File: src/rtl/sound_arbiter.sv
// Arbitrates the shared Sound engine between free-play (FP) and song (SG) requesters:
// one note at a time, silent gap after each note, FP preempts SG, stalled-engine timeout.
module sound_arbiter #(
   parameter int OCT_W      = 2,
   parameter int NOTE_W     = 3,
   parameter int LEN_W      = 3,
   parameter int GAP_CYCLES = 100000,
   parameter int TIMEOUT    = 200000000,
   parameter int PREEMPT    = 1
) (
   input  logic              clk,
   input  logic              rst,
   input  logic              en,
   input  logic              fp_req,
   input  logic [OCT_W-1:0]  fp_oct,
   input  logic [NOTE_W-1:0] fp_note,
   input  logic [LEN_W-1:0]  fp_len,
   output logic              fp_ack,
   output logic              fp_done,
   input  logic              sg_req,
   input  logic [OCT_W-1:0]  sg_oct,
   input  logic [NOTE_W-1:0] sg_note,
   input  logic [LEN_W-1:0]  sg_len,
   output logic              sg_ack,
   output logic              sg_done,
   output logic              sg_abort,
   output logic              snd_start,
   output logic              snd_stop,
   output logic [OCT_W-1:0]  snd_oct,
   output logic [NOTE_W-1:0] snd_note,
   output logic [LEN_W-1:0]  snd_len,
   input  logic              snd_over,
   output logic [1:0]        owner,
   output logic              timeout,
   output logic [2:0]        dbg_state
);

   localparam int CNT_MAX = (GAP_CYCLES > TIMEOUT) ? GAP_CYCLES : TIMEOUT;
   localparam int CNT_W   = (CNT_MAX < 1) ? 1 : $clog2(CNT_MAX + 1);
   localparam int PAY_W   = OCT_W + NOTE_W + LEN_W;
   localparam logic [CNT_W-1:0] TO_LAST  = CNT_W'(TIMEOUT - 1);
   localparam logic [CNT_W-1:0] GAP_LAST = CNT_W'((GAP_CYCLES > 0) ? GAP_CYCLES - 1 : 0);
   localparam logic [1:0] OWN_NONE = 2'd0;
   localparam logic [1:0] OWN_FP   = 2'd1;
   localparam logic [1:0] OWN_SG   = 2'd2;

   typedef enum logic [2:0] {S_IDLE, S_START, S_PLAY, S_STOP, S_GAP} state_t;

   state_t             r_state, w_state_nxt, w_quiet;
   logic [CNT_W-1:0]   r_cnt, w_cnt_nxt;
   logic [1:0]         r_owner, w_owner_nxt;
   logic [PAY_W-1:0]   r_pay, w_pay_nxt;
   logic [PAY_W-1:0]   w_fp_pay, w_sg_pay;
   logic r_fp_ack, r_fp_done, r_sg_ack, r_sg_done, r_sg_abort, r_start, r_stop, r_timeout;
   logic w_fp_ack, w_fp_done, w_sg_ack, w_sg_done, w_sg_abort, w_start, w_stop, w_timeout;

   assign w_fp_pay = {fp_oct, fp_note, fp_len};
   assign w_sg_pay = {sg_oct, sg_note, sg_len};
   // A finished note always leaves through the quiet gap unless the gap is disabled.
   assign w_quiet  = (GAP_CYCLES == 0) ? S_IDLE : S_GAP;

   always_comb begin
      w_state_nxt = r_state;
      w_cnt_nxt   = r_cnt;
      w_owner_nxt = r_owner;
      w_pay_nxt   = r_pay;
      w_fp_ack    = 1'b0;
      w_fp_done   = 1'b0;
      w_sg_ack    = 1'b0;
      w_sg_done   = 1'b0;
      w_sg_abort  = 1'b0;
      w_start     = 1'b0;
      w_stop      = 1'b0;
      w_timeout   = 1'b0;
      case (r_state)
         S_IDLE: begin
            w_owner_nxt = OWN_NONE;
            w_cnt_nxt   = '0;
            if (en && fp_req) begin
               w_state_nxt = S_START;
               w_owner_nxt = OWN_FP;
               w_pay_nxt   = w_fp_pay;
               w_fp_ack    = 1'b1;
               w_start     = 1'b1;
            end else if (en && sg_req) begin
               w_state_nxt = S_START;
               w_owner_nxt = OWN_SG;
               w_pay_nxt   = w_sg_pay;
               w_sg_ack    = 1'b1;
               w_start     = 1'b1;
            end
         end
         S_START: begin
            w_cnt_nxt = '0;
            if (!en) begin
               w_state_nxt = S_IDLE;
               w_owner_nxt = OWN_NONE;
               w_stop      = 1'b1;
               w_sg_abort  = (r_owner == OWN_SG);
            end else begin
               w_state_nxt = S_PLAY;
            end
         end
         S_PLAY: begin
            if (!en) begin
               w_state_nxt = S_IDLE;
               w_owner_nxt = OWN_NONE;
               w_stop      = 1'b1;
               w_sg_abort  = (r_owner == OWN_SG);
            end else if (snd_over) begin
               w_state_nxt = w_quiet;
               w_owner_nxt = OWN_NONE;
               w_cnt_nxt   = '0;
               w_fp_done   = (r_owner == OWN_FP);
               w_sg_done   = (r_owner == OWN_SG);
            end else if (r_cnt == TO_LAST) begin
               w_state_nxt = w_quiet;
               w_owner_nxt = OWN_NONE;
               w_cnt_nxt   = '0;
               w_stop      = 1'b1;
               w_timeout   = 1'b1;
            end else if ((PREEMPT != 0) && (r_owner == OWN_SG) && fp_req) begin
               w_state_nxt = S_STOP;
               w_owner_nxt = OWN_NONE;
               w_pay_nxt   = w_fp_pay;
               w_stop      = 1'b1;
               w_sg_abort  = 1'b1;
            end else begin
               w_cnt_nxt = r_cnt + CNT_W'(1);
            end
         end
         S_STOP: begin
            // The preempting FP payload was latched on the way in; start it with no gap.
            if (!en) begin
               w_state_nxt = S_IDLE;
            end else begin
               w_state_nxt = S_START;
               w_owner_nxt = OWN_FP;
               w_cnt_nxt   = '0;
               w_fp_ack    = 1'b1;
               w_start     = 1'b1;
            end
         end
         S_GAP: begin
            w_owner_nxt = OWN_NONE;
            if (!en || r_cnt == GAP_LAST) begin
               w_state_nxt = S_IDLE;
               w_cnt_nxt   = '0;
            end else begin
               w_cnt_nxt = r_cnt + CNT_W'(1);
            end
         end
         default: begin
            w_state_nxt = S_IDLE;
            w_owner_nxt = OWN_NONE;
            w_cnt_nxt   = '0;
         end
      endcase
   end

   always_ff @(posedge clk or posedge rst) begin
      if (rst) begin
         r_state    <= S_IDLE;
         r_cnt      <= '0;
         r_owner    <= OWN_NONE;
         r_pay      <= '0;
         r_fp_ack   <= 1'b0;
         r_fp_done  <= 1'b0;
         r_sg_ack   <= 1'b0;
         r_sg_done  <= 1'b0;
         r_sg_abort <= 1'b0;
         r_start    <= 1'b0;
         r_stop     <= 1'b0;
         r_timeout  <= 1'b0;
      end else begin
         r_state    <= w_state_nxt;
         r_cnt      <= w_cnt_nxt;
         r_owner    <= w_owner_nxt;
         r_pay      <= w_pay_nxt;
         r_fp_ack   <= w_fp_ack;
         r_fp_done  <= w_fp_done;
         r_sg_ack   <= w_sg_ack;
         r_sg_done  <= w_sg_done;
         r_sg_abort <= w_sg_abort;
         r_start    <= w_start;
         r_stop     <= w_stop;
         r_timeout  <= w_timeout;
      end
   end

   assign fp_ack    = r_fp_ack;
   assign fp_done   = r_fp_done;
   assign sg_ack    = r_sg_ack;
   assign sg_done   = r_sg_done;
   assign sg_abort  = r_sg_abort;
   assign snd_start = r_start;
   assign snd_stop  = r_stop;
   assign timeout   = r_timeout;
   assign owner     = r_owner;
   assign {snd_oct, snd_note, snd_len} = r_pay;
   assign dbg_state = r_state;

endmodule

File: config.mk
export PLATFORM = sky130hd
export DESIGN_NAME = sound_arbiter
export DESIGN_NICKNAME = d
export VERILOG_FILES = /design/src/rtl/sound_arbiter.sv
export SDC_FILE = /design/constraint.sdc
export NUM_CORES = 1
export LEC_CHECK = 0
export CAP_MARGIN = 20
export CORE_MARGIN = 1
export CORE_UTILIZATION = 50
export DETAILED_ROUTE_END_ITERATION = 12
export GPL_TIMING_DRIVEN = 0
export HOLD_SLACK_MARGIN = 0.03
export PLACE_DENSITY_LB_ADDON = 0.08
export SYNTH_ARGS = -nofsm -noshare
export SYNTH_HDL_FRONTEND = slang
export SYNTH_SLANG_ARGS = --single-unit
File: constraint.sdc
create_clock -name clk -period 2.9 [get_ports clk]
set_clock_uncertainty 0.2 [all_clocks]
set_input_delay 0.435 -clock clk [delete_from_list [all_inputs] [get_ports clk]]
set_output_delay 0.435 -clock clk [all_outputs]
set_load 0.01 [all_outputs]
**Clock wires, drivers and flops**

The bar under the picture is 20 um long.
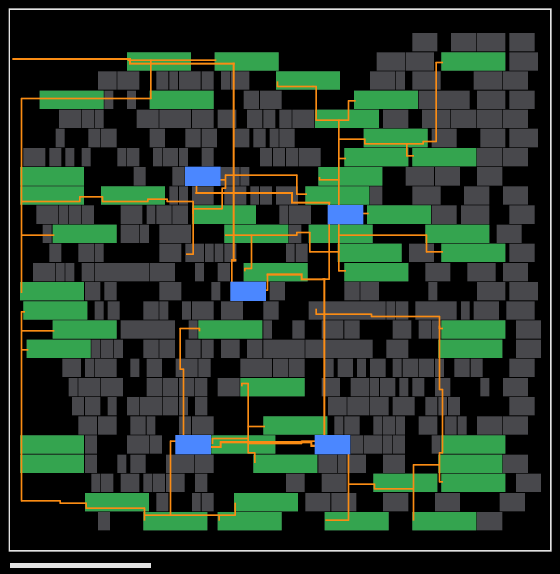
- orange: clock wires (length 628 um)
- green: flip-flops (count 49)
- blue: clock-net drivers (count 5)
- flops lie: all over the die
- routed clock nets: 6
Clk network pwr share: 0.312
clock network latency to the later pin of the worst-skew pair: 0.31 ns
Power Clock: 0.501 mW

**Routing congestion**

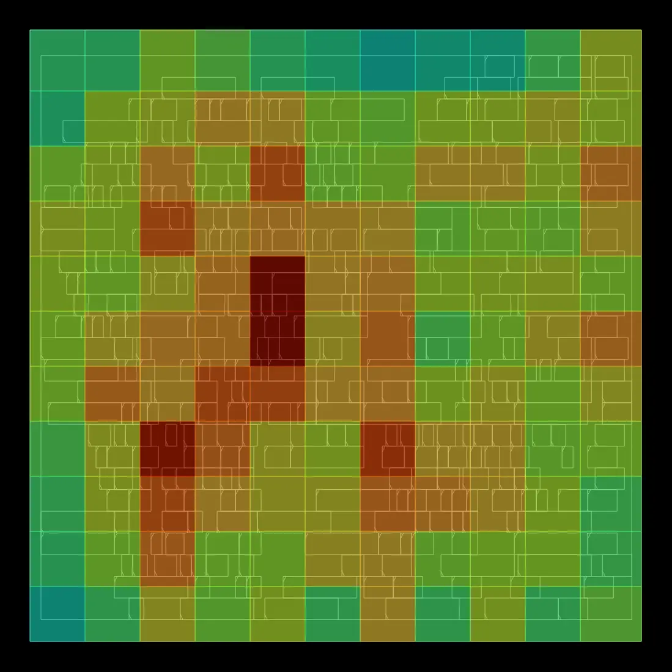
met3 GRT Util: 0.0571
post-layout util: 0.656
Global Route met2 Usage: 0.365

**Cells colored by class**

The bar under the picture is 20 um long.
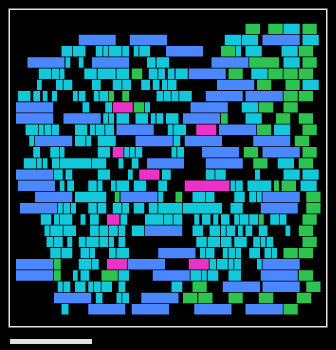
- green: remaining buffers and delay cells (cells 55; share of their area 15%)
- cyan: remaining logic cells (cells 230; share of their area 45%)
- magenta: clock drivers and dummy loads (cells 8; share of their area 3.4%)
- blue: sequential cells (cells 49; share of their area 37%)
final instance area: 3440 um^2
core area: 5240 um^2

**Where the registers sit**

The bar under the picture is 20 um long. Other sequential cells in the stronger gray, the rest of the logic in the fainter gray.
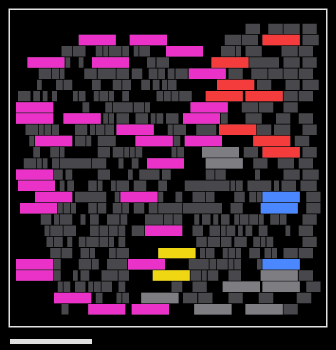
- blue: dbg_state (placed flops 3)
- red: r_pay (placed flops 8)
- yellow: owner (placed flops 2)
- magenta: r_cnt (placed flops 28)
flip-flop and latch power: 0.760 mW
Seq/total area: 0.357
register cell area after layout: 1230 um^2

**Gate-type map**

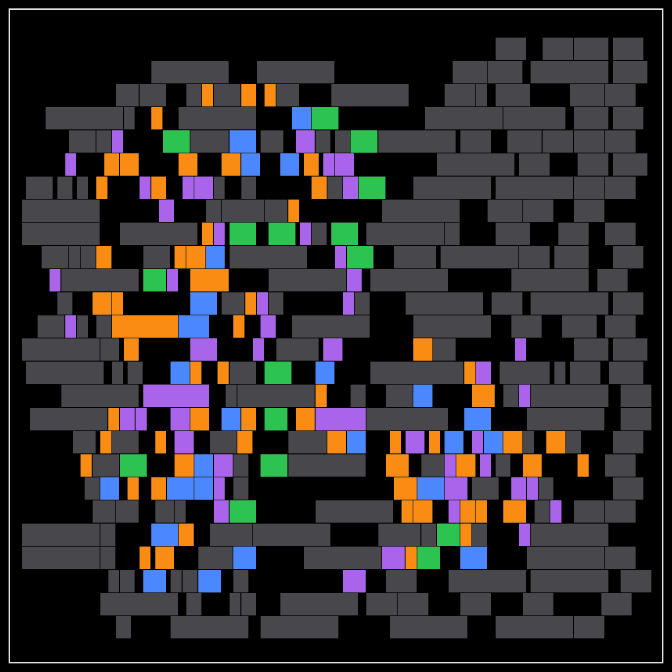
- green: non-inverting ao/oa cells (cells 16; most used a22o_1)
- orange: nand cells (cells 61; most used nand2_1)
- blue: and/or cells (cells 25; most used and3_1)
- purple: nor cells (cells 47; most used nor2_1)

==> run summary <==
Summary of implementation figures.

Floorplan
The initial utilization of the core area, before any placement, comes to 0.532. The floorplan has 26 rows. The die is 76.7 um tall.

Logic synthesis
The number of cells in Yosys stat is 291. The synthesized design spends more area on one cell type than any other, namely dfrtp_1. Counting flops with an async set or reset pin after synthesis yields a share of 1.00. The per-instance average area after synthesis is approximately 9.6 um^2. The number of warnings issued by yosys is 0. The area share of the leading cell type in the synthesized netlist is 0.440.

Yosys attributes the largest share of cell area to dfrtp_1 (44%), mux2_2 (6.5%), a22o_1 (3.8%). The mapped netlist covers between 2000 and 3000 um^2.

Global route
The global-route wire length before repair is around 11000 um. The aggregate global routing overflow is 0. Entering global routing, the biggest net connects 33 pins.

The initial antenna violation count is 0.

Run
The OpenROAD warning count is 26.

Placement
As logged by OpenROAD, the buffers inserted on ports number 42. The setup slack at placement is 0.00948 ns. The congestion estimate from routability-driven global placement came to roughly 0.86.

Drt
The count of nets left with antenna violations once routing finished came out at 0. In the routed design, unresolved DRC markers number 0. The via count of the routed design is between 2000 and 2500. Before antenna repair, the detailed router went through 4 iterations. The average wire per standard cell is roughly 15 um. The average vias per placed instance is just under 6.

Critical path
The critical path in this run is classified as register to register. The worst flop-to-flop path startpoint is r_cnt[0]. The slack of the worst reg-to-reg path is 0.17 ns.

Final timing
Setup violations remaining at the end of the flow were counted as 0. Dividing the final minimum period by the clock period gives 0.941. Across all checked pins, the minimum headroom to the slew limit is 0.524. The slew of the pin with the lowest slew margin is between 0.7 and 0.8 ns. Setup repair after global routing left no endpoint under its margin.

CTS
The number of setup buffers added after CTS is 0. The number of H-tree levels is 2. The root cell of the clock tree is clkbuf_8. No sink is reached through more buffers than the 2 on the longest clock path.

Run status
The run finished with clean final reports.

Final layout
The layout net count is about 360. The share of layout cells above drive strength 1 is 0.126.

Power and ir drop
Summed over all cells, the static leakage comes to approximately 1.5 nW.
-- worst max-delay path, stage by stage (launching register included) --
cell	delay, ns
dfrtp_1	0.44
ha_1	0.22
and4_1	0.19
buf_4	0.15
nand4_2	0.17
nor3_4	0.34
a2bb2oi_4	0.30
buf_4	0.24
o21ai_1	0.10
a22o_1	0.25
-- worst paths after layout --
check | depth (start not counted) | to
max | 9 | r_cnt[20]
min | 2 | r_cnt[3]
max reg2reg | 9 | r_cnt[20]
min reg2reg | 1 | r_pay[4]
max in group asynchronous | 3 | r_cnt[21]
min in group clk | 1 | r_pay[4]
-- per-stage QoR --
step	util	area [um^2]	hold slack, ns
after floorplan	-	2790	0.315
after global placement	0.629	3290	0.286
after detailed placement	0.633	3310	0.293
after CTS	0.655	3430	0.229
after global routing	0.656	3440	0.256
final	0.656	3440	0.221
-- area by class of cell --
type                    instances  area, um^2
clock inverters                 3        46.3
multi-input cells             220        1460
fillers                       421        1800
plain buffers                  12        66.3
flip-flops and latches         49        1230
clock buffers                   5        68.8
repair buffers                 43         440
inverters                      10        37.5
well taps                      70        87.6
-- layout by cell type (no fill, tap or decap), types with 2 or more instances in the layout --
master	netlist	routed
dfrtp_1	49	49
clkdlybuf4s50_1	0	42
nand2_1	27	27
nor2_1	25	25
mux2_2	16	16
a21oi_1	14	14
nand3_1	12	12
a22o_1	12	12
nand4_1	10	10
inv_1	10	9
nor3_1	8	8
o21ai_1	8	8
o21ai_0	8	8
and3_1	6	6
o2bb2ai_1	6	6
nand2b_1	5	5
buf_2	5	5
clkbuf_8	0	5
clkbuf_1	4	4
or3_1	4	4
and4_1	4	4
nor4_1	4	4
nand3b_1	4	4
a21o_1	4	4
o31ai_1	4	4
and2_1	3	3
a2bb2oi_1	3	3
or4_1	3	3
nor3b_1	3	3
nor2b_1	3	3
buf_4	2	2
and3b_1	2	2
-- repair_timing --
item	CTS	global route
hold endpoints to repair	0	0
gates resized	0	1
endpoints found under the setup margin	0	29
hold buffers	0	0
-- flip-flops by register name, summed over array words and instances (netlist names) --
register,flops
dbg_state,3
sg_ack,1
fp_done,1
sg_abort,1
r_cnt,28
timeout,1
snd_start,1
snd_stop,1
r_pay,8
owner,2
fp_ack,1
sg_done,1
-- power by group --
group,switching [mW],total [mW],internal [mW]
Combinational,0.151,0.344,0.193
Clock,0.242,0.501,0.258
Sequential,0.0277,0.760,0.733
-- per-layer routing --
metal,vias up,share of wire
met5,-,0
met4,0,0.014
met3,8,0.069
met2,83,0.45
met1,1116,0.46
li1,1177,-
-- cell families (layout without fill, tap and decap cells) --
logic type                 after synthesis  count (layout)  share of synthesized area
muxes                                   16              16                     0.0647
buffers and inverters                   22              73                     0.0373
AOI/OAI and AO/OA                       69              69                      0.180
xor gates and xnor gates                 1               1                    0.00314
adders and majority gates                1               1                    0.00449
and+or+nand+nor                        133             133                      0.270
DFF                                     49              49                      0.440
No activity file was given, so power comes from the tool's default toggle rates.
